==> images/met2.png <==
(1.5 px per um)
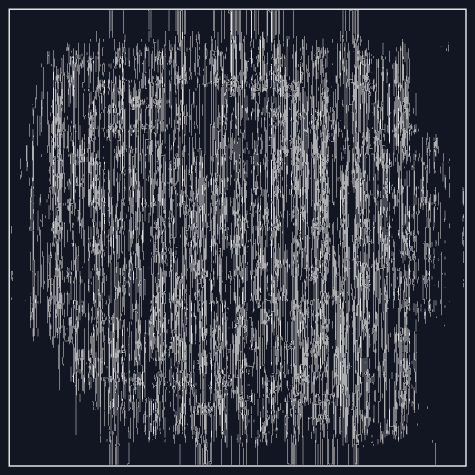
==> images/port_nets.png <==
(1 px per um)
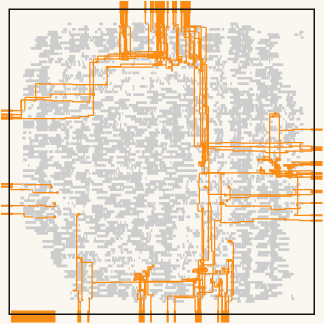
==> images/metal_stack.png <==
(1 px per um) Only two layers are drawn.
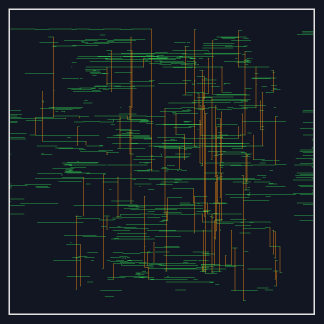
==> images/pins.png <==
(1.5 px per um) Pins as bars across the die edge, other pins in gray.
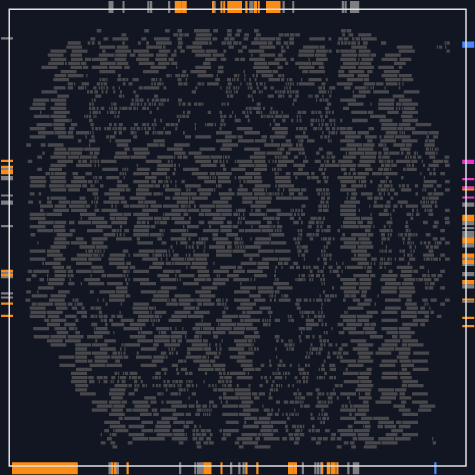
==> images/final_placement.png <==
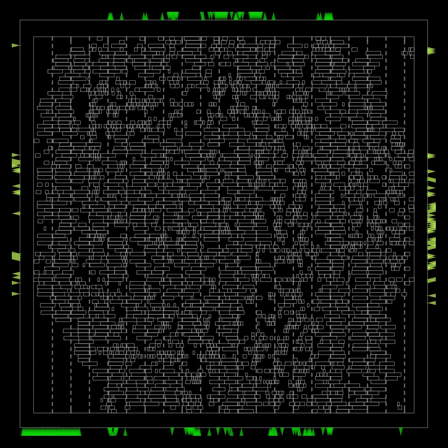
**src/rtl/cpu.sv**
```systemverilog
// Small WebAssembly-subset stack CPU: two-cycle FETCH/DECODE loop over a registered ROM,
// 8-entry typed operand stack, sticky trap status.
module cpu #(
   parameter bit          HAS_FPU   = 1'b1,
   parameter bit          USE_64B   = 1'b1,
   parameter int unsigned MEM_DEPTH = 4
) (
   input  logic                 clk,
   input  logic                 reset,
   output logic [63:0]          result,
   output logic [1:0]           result_type,
   output logic                 result_empty,
   output logic [3:0]           trap,
   output logic [MEM_DEPTH:0]   mem_addr,
   output logic [3:0]           mem_extra,
   input  logic [127:0]         mem_data,
   input  logic                 mem_error
);
   localparam int unsigned AW    = MEM_DEPTH + 1;
   localparam int unsigned DEPTH = 8;

   localparam logic [1:0] T_I32 = 2'd0;
   localparam logic [1:0] T_I64 = 2'd1;
   localparam logic [1:0] T_F32 = 2'd2;
   localparam logic [1:0] T_F64 = 2'd3;

   localparam logic [3:0] TR_NONE      = 4'd0;
   localparam logic [3:0] TR_ENDED     = 4'd1;
   localparam logic [3:0] TR_UNREACH   = 4'd2;
   localparam logic [3:0] TR_TYPE      = 4'd3;
   localparam logic [3:0] TR_UNDERFLOW = 4'd4;
   localparam logic [3:0] TR_OVERFLOW  = 4'd5;
   localparam logic [3:0] TR_UNKNOWN   = 4'd6;
   localparam logic [3:0] TR_NO_64B    = 4'd7;
   localparam logic [3:0] TR_MEM       = 4'd8;
   localparam logic [3:0] TR_NO_FPU    = 4'd9;

   typedef enum logic {FETCH, DECODE} state_t;

   state_t        state;
   logic [AW-1:0] pc;
   logic [3:0]    sp;
   logic [3:0]    trap_q;
   logic [63:0]   stk_val [DEPTH];
   logic [1:0]    stk_typ [DEPTH];

   logic [7:0]    opcode;
   logic [79:0]   imm;
   logic [67:0]   leb32, leb64;
   logic [63:0]   top_val, sec_val, pval;
   logic [1:0]    top_typ, sec_typ, ptyp, exp_typ;
   logic [3:0]    t_c, len;
   logic [1:0]    pops;
   logic          push, chk, need64, needfpu;
   logic          unused_mem;

   // Signed LEB128: returns {length, value}, sign-extended from bit6 of the last byte taken.
   function automatic logic [67:0] leb_decode(input logic [79:0] b, input int maxlen);
      logic [63:0] acc;
      logic [3:0]  n;
      logic        done;
      acc  = '0;
      n    = '0;
      done = 1'b0;
      for (int i = 0; i < 10; i++) begin
         if (!done && i < maxlen) begin
            acc = acc | (64'(b[8*i +: 7]) << (7*i));
            n   = 4'(i + 1);
            if (!b[8*i+7] || i == maxlen - 1) begin
               done = 1'b1;
               if (b[8*i+6]) acc = acc | ({64{1'b1}} << (7*(i+1)));
            end
         end
      end
      return {n, acc};
   endfunction

   assign opcode     = mem_data[7:0];
   assign imm        = mem_data[87:8];
   assign leb32      = leb_decode(imm, 5);
   assign leb64      = leb_decode(imm, 10);
   assign unused_mem = ^mem_data[127:88];

   assign top_val = stk_val[3'(sp - 4'd1)];
   assign top_typ = stk_typ[3'(sp - 4'd1)];
   assign sec_val = stk_val[3'(sp - 4'd2)];
   assign sec_typ = stk_typ[3'(sp - 4'd2)];

   // Decode and trap resolution for the instruction presented in DECODE.
   always_comb begin
      t_c     = TR_NONE;
      len     = 4'd1;
      pops    = 2'd0;
      push    = 1'b0;
      pval    = '0;
      ptyp    = T_I32;
      chk     = 1'b0;
      exp_typ = T_I32;
      need64  = 1'b0;
      needfpu = 1'b0;
      case (opcode)
         8'h00: t_c = TR_UNREACH;
         8'h01: ;
         8'h0B: t_c = TR_ENDED;
         8'h1A: pops = 2'd1;
         8'h41: begin
            len = 4'(leb32[67:64] + 4'd1); push = 1'b1;
            pval = {32'd0, leb32[31:0]};   ptyp = T_I32;
         end
         8'h42: begin
            need64 = 1'b1; len = 4'(leb64[67:64] + 4'd1); push = 1'b1;
            pval = leb64[63:0];            ptyp = T_I64;
         end
         8'h43: begin
            needfpu = 1'b1; len = 4'd5; push = 1'b1;
            pval = {32'd0, mem_data[39:8]}; ptyp = T_F32;
         end
         8'h44: begin
            need64 = 1'b1; needfpu = 1'b1; len = 4'd9; push = 1'b1;
            pval = mem_data[71:8];          ptyp = T_F64;
         end
         8'h6A: begin
            pops = 2'd2; chk = 1'b1; exp_typ = T_I32; push = 1'b1;
            pval = {32'd0, 32'(top_val[31:0] + sec_val[31:0])}; ptyp = T_I32;
         end
         8'h7C: begin
            need64 = 1'b1; pops = 2'd2; chk = 1'b1; exp_typ = T_I64; push = 1'b1;
            pval = top_val + sec_val; ptyp = T_I64;
         end
         8'hA7: begin
            need64 = 1'b1; pops = 2'd1; chk = 1'b1; exp_typ = T_I64; push = 1'b1;
            pval = {32'd0, top_val[31:0]}; ptyp = T_I32;
         end
         8'hAC: begin
            need64 = 1'b1; pops = 2'd1; chk = 1'b1; exp_typ = T_I32; push = 1'b1;
            pval = {{32{top_val[31]}}, top_val[31:0]}; ptyp = T_I64;
         end
         8'hAD: begin
            need64 = 1'b1; pops = 2'd1; chk = 1'b1; exp_typ = T_I32; push = 1'b1;
            pval = {32'd0, top_val[31:0]}; ptyp = T_I64;
         end
         default: t_c = TR_UNKNOWN;
      endcase

      if (mem_error)                 t_c = TR_MEM;
      else if (need64 && !USE_64B)   t_c = TR_NO_64B;
      else if (needfpu && !HAS_FPU)  t_c = TR_NO_FPU;
      else if (t_c == TR_NONE) begin
         if (4'(pops) > sp)
            t_c = TR_UNDERFLOW;
         else if (chk && (top_typ != exp_typ || (pops == 2'd2 && sec_typ != exp_typ)))
            t_c = TR_TYPE;
         else if (push && (sp - 4'(pops)) == 4'(DEPTH))
            t_c = TR_OVERFLOW;
      end
   end

   // State, pc, stack and trap; stack entries need no reset since sp gates their visibility.
   always_ff @(posedge clk) begin
      if (!reset) begin
         state  <= FETCH;
         pc     <= '0;
         sp     <= '0;
         trap_q <= TR_NONE;
      end else begin
         case (state)
            FETCH: if (trap_q == TR_NONE) state <= DECODE;
            DECODE: begin
               state <= FETCH;
               if (t_c != TR_NONE) begin
                  trap_q <= t_c;
               end else begin
                  pc <= pc + AW'(len);
                  sp <= sp - 4'(pops) + 4'(push);
                  if (push) begin
                     stk_val[3'(sp - 4'(pops))] <= pval;
                     stk_typ[3'(sp - 4'(pops))] <= ptyp;
                  end
               end
            end
            default: state <= FETCH;
         endcase
      end
   end

   assign result       = (sp == 4'd0) ? 64'd0 : top_val;
   assign result_type  = (sp == 4'd0) ? T_I32 : top_typ;
   assign result_empty = (sp == 4'd0);
   assign trap         = trap_q;
   assign mem_addr     = pc;
   assign mem_extra    = 4'd15;
endmodule

```
**config.mk**
```make
export PLATFORM = sky130hd
export DESIGN_NAME = cpu
export DESIGN_NICKNAME = d
export VERILOG_FILES = /design/src/rtl/cpu.sv
export SDC_FILE = /design/constraint.sdc
export NUM_CORES = 1
export LEC_CHECK = 0
export CAP_MARGIN = 40
export CELL_PAD_IN_SITES_DETAIL_PLACEMENT = 0
export CELL_PAD_IN_SITES_GLOBAL_PLACEMENT = 1
export CORE_MARGIN = 10
export CORE_UTILIZATION = 39
export DETAILED_ROUTE_END_ITERATION = 12
export GPL_TIMING_DRIVEN = 0
export PLACE_DENSITY_LB_ADDON = 0.1
export SYNTH_ARGS = -nofsm -noshare
export SYNTH_HDL_FRONTEND = slang
export SYNTH_SLANG_ARGS = --single-unit
```
**constraint.sdc**
```tcl
create_clock -name clk -period 29.5 [get_ports clk]
set_clock_uncertainty 0.2 [all_clocks]
set_input_delay 5.9 -clock clk [delete_from_list [all_inputs] [get_ports clk]]
set_output_delay 5.9 -clock clk [all_outputs]
set_load 0.03 [all_outputs]
```
==> results.json <==
{
  "status": "finished clean",
  "worstMarginPinSlew_ns": 1.08,
  "wl_met2_um": 56900,
  "synthTopLogicFamily": "multiplexers",
  "setup_tns_ns": 0,
  "crit_family": "buffers and inverters",
  "synth-warning-count": 0,
  "grt_pass1_wl_um": 171000,
  "synthCells": 2323,
  "totalPowerFinal_uw": 1700,
  "cp.depth": 15,
  "synth-adder-area-share_pct": 3.11,
  "ys_sh_simple_pct": 8.07,
  "die_w_um": 304,
  "synth-main-ff-cell": "edfxtp_1",
  "grt-busiest-layer": "met2",
  "design_area_um2": 38000,
  "finalCritPeriodShare_pct": 49.0,
  "synth.area.mux_share_pct": 22.5,
  "rsz0062_at_grt": "no",
  "place_congestion": 0.918,
  "edf_count": 528,
  "path_cells": "clkbuf_1 > clkbuf_1 > clkbuf_1 > clkinv_1 > ha_1 > clkbuf_1 > clkbuf_1 > clkbuf_1 > buf_8 > clkbuf_1 > buf_6 > mux4_2 > mux2i_1 > nor2_1 > clkdlybuf4s50_1",
  "worst-path-buf-inv": 11,
  "drv_cap": 0,
  "finalCoreUtilization_pct": 47.9,
  "ys_async_sr_fraction_pct": 0,
  "nWellTaps": 1050,
  "worst_ep_arrival_time_ns": 8.36,
  "hold_buffers": 0,
  "placed_area_um2": 35900,
  "reg2reg_depth": 25,
  "fmaxAchievable_ghz": 0.0692,
  "setup_violations": 0,
  "cts_tree": "built",
  "final_nets": 2884,
  "hold_class": "reg -> reg",
  "final.min_clock_period_ns": 14.46,
  "ys_cells": 2323,
  "cts_buffer_depth": 3,
  "area_delta_synth_final_pct": 21.3,
  "clkSinkCount": 542,
  "cpPeakStageDelay_ns": 0.77,
  "drt-vias-per-instance": 6.25,
  "end_kind": "primary output",
  "nNonClkBuffers": 440,
  "place_inst": 3657,
  "dieArea_um2": 92100,
  "firstDrtPassIters": 7,
  "dominant_cells": "flip-flops and latches",
  "fp_util_pct": 39.5,
  "slew_violations": 0,
  "layout.nonclk_buf_share_pct": 9.91,
  "place_ws_ns": 15.77,
  "seq_share_pct": 42.4,
  "use_met1_pct": 35.4,
  "synth_seq_share_pct": 51.5,
  "nClkBuffers": 76,
  "critPathKind": "reg -> out",
  "antenna_cells": 0,
  "grt_overflow": 0,
  "stdcell_count": 3774,
  "nonClockInverterCount": 41,
  "mi_logic_area_um2": 14500,
  "h-tree-depth": 3,
  "clk_pin_slew_worst_paths_ns": 0.06,
  "ff_count": 542,
  "numSynthFlops": 542,
  "finalHoldViolCount": 0,
  "grt_pass1_vias": 23500,
  "met2_usage_pct": 41.6,
  "core_area_um2": 79400,
  "antenna_found_initial": 5,
  "top_layer": "met5",
  "drc": 0,
  "drive_gt1_share_pct": 22.3,
  "hold_slack_ns": 0.265,
  "power.leakage_uw": 0.0130,
  "die_h_um": 304,
  "ir_drop_mv": 0.0421,
  "worstPathMaxFanout": 10,
  "syn_avg_cell_area_um2": 13.5,
  "whs_path_depth": 1,
  "ys_types": 83,
  "wl_met3_um": 9530
}
About met2.png:
longest straight run: 99.3 um
share of all routed wire: 47%
main direction: vertical
nets with wire on the layer: 2531
via count: 23600
WL final: 121000 um

About port_nets.png:
[orange] mem_data | direction: input | edge: 70 bottom, 34 top, 16 right, 8 left | end cells: 175 | buffers: 83 | wire: 7400 um
port bufs: 156
Ports: 211

About metal_stack.png:
[green] met3 | wire length: 9530 um
[orange] met4 | wire length: 3720 um
Global Route Usage Sum: 25.8%
average wire per standard cell: 32.0 um

About pins.png:
[blue] mem_extra | pins: 4 | direction: output | edge: 3 right, 1 bottom
[orange] mem_data | pins: 128 | direction: input | edge: 70 bottom, 34 top, 16 right, 8 left
[magenta] mem_addr | pins: 5 | direction: output | edge: right

About final_placement.png:
# rows: 103
Layout fillers: 7050

[cells in the final DEF (no fill, tap or decap), drive strengths merged, types with 7 or more instances in the layout]
cell             n
nand2b          13
clkdlybuf4s50  156
o21a             8
o311ai           7
buf            181
inv             42
dfxtp           14
a21oi          126
a22oi           12
a31oi            9
clkbuf         179
bufinv           8
and2            62
nor2b           14
or3             13
a222oi           9
nand4           21
mux4           236
o211ai           9
ha              73
o21bai          13
nor4             7
nand2          216
a211oi          29
a21o            37
edfxtp         528
mux2            85
and3            13
o21ai          183
mux2i           77
a221oi          19
nand3           28
nor3            24
xor2            32
o221ai          16
nor2            85
xnor2           30
clkinv          26
[synthesized netlist by cell type, drive strengths merged (6+ instances only)]
| master | number | area share (%) |
|---|---|---|
| xor2 | 32 | 0.89 |
| nor4 | 7 | 0.16 |
| nor2 | 85 | 1.0 |
| xnor2 | 30 | 0.84 |
| ha | 73 | 2.9 |
| o221ai | 16 | 0.45 |
| or3 | 13 | 0.26 |
| and3 | 13 | 0.28 |
| a31oi | 9 | 0.18 |
| o21a | 8 | 0.22 |
| buf | 55 | 0.83 |
| a211oi | 29 | 0.73 |
| nor3 | 24 | 0.38 |
| nand2b | 13 | 0.26 |
| o311ai | 7 | 0.20 |
| clkbuf | 103 | 1.2 |
| nand2 | 216 | 2.6 |
| a21o | 37 | 0.89 |
| edfxtp | 528 | 51 |
| nand4 | 21 | 0.44 |
| o21ai | 183 | 3.0 |
| dfxtp | 14 | 0.89 |
| mux2i | 77 | 2.5 |
| inv | 40 | 0.48 |
| o211ai | 9 | 0.22 |
| and2 | 62 | 1.2 |
| a221oi | 19 | 0.55 |
| nor2b | 14 | 0.28 |
| a21oi | 126 | 2.0 |
| a222oi | 9 | 0.29 |
| mux2 | 85 | 3.1 |
| a211o | 6 | 0.17 |
| and4 | 6 | 0.17 |
| o21bai | 13 | 0.31 |
| mux4 | 236 | 17 |
| a22oi | 12 | 0.29 |
| nand3 | 28 | 0.45 |
[worst reg2reg max path, stage by stage, from the launching register on]
cell and delay, ns:
dfxtp_1 0.45, clkbuf_1 0.73, clkbuf_1 0.53, clkbuf_1 0.56, clkinv_1 0.77, ha_1 0.55, clkbuf_1 0.32, clkbuf_1 0.75
clkbuf_1 0.37, buf_8 0.23, clkbuf_1 0.50, buf_6 0.24, mux4_2 0.30, mux2i_1 0.67, inv_1 0.13, ha_1 0.44
nand4_1 0.24, or3_1 0.52, a2111o_1 0.47, a21o_1 0.29, and3_4 0.23, o21a_4 0.23, o21ai_4 0.22, a211oi_2 0.18
mux2_2 0.30, o21ai_0 0.71
[path summary, 6_finish.rpt]
path	startpoint	slack, ns	end
min reg2reg	trap[3]	0.27	state
max reg2reg	sp[1]	18.06	stk_val[1][58]
max	sp[1]	15.04	result[22]
min	trap[3]	0.27	state
[report_power, final]
part           internal, uW  switching [uW]  total (uW)
combinational          17.4            24.4        41.8
clock                   491             335         826
sequential              835           0.763         835
[state kept, by name, indices dropped and copies added (netlist names)]
| name | flops |
|---|---|
| mem_addr | 5 |
| sp | 4 |
| state | 1 |
| stk_typ | 16 |
| stk_val | 512 |
| trap | 4 |
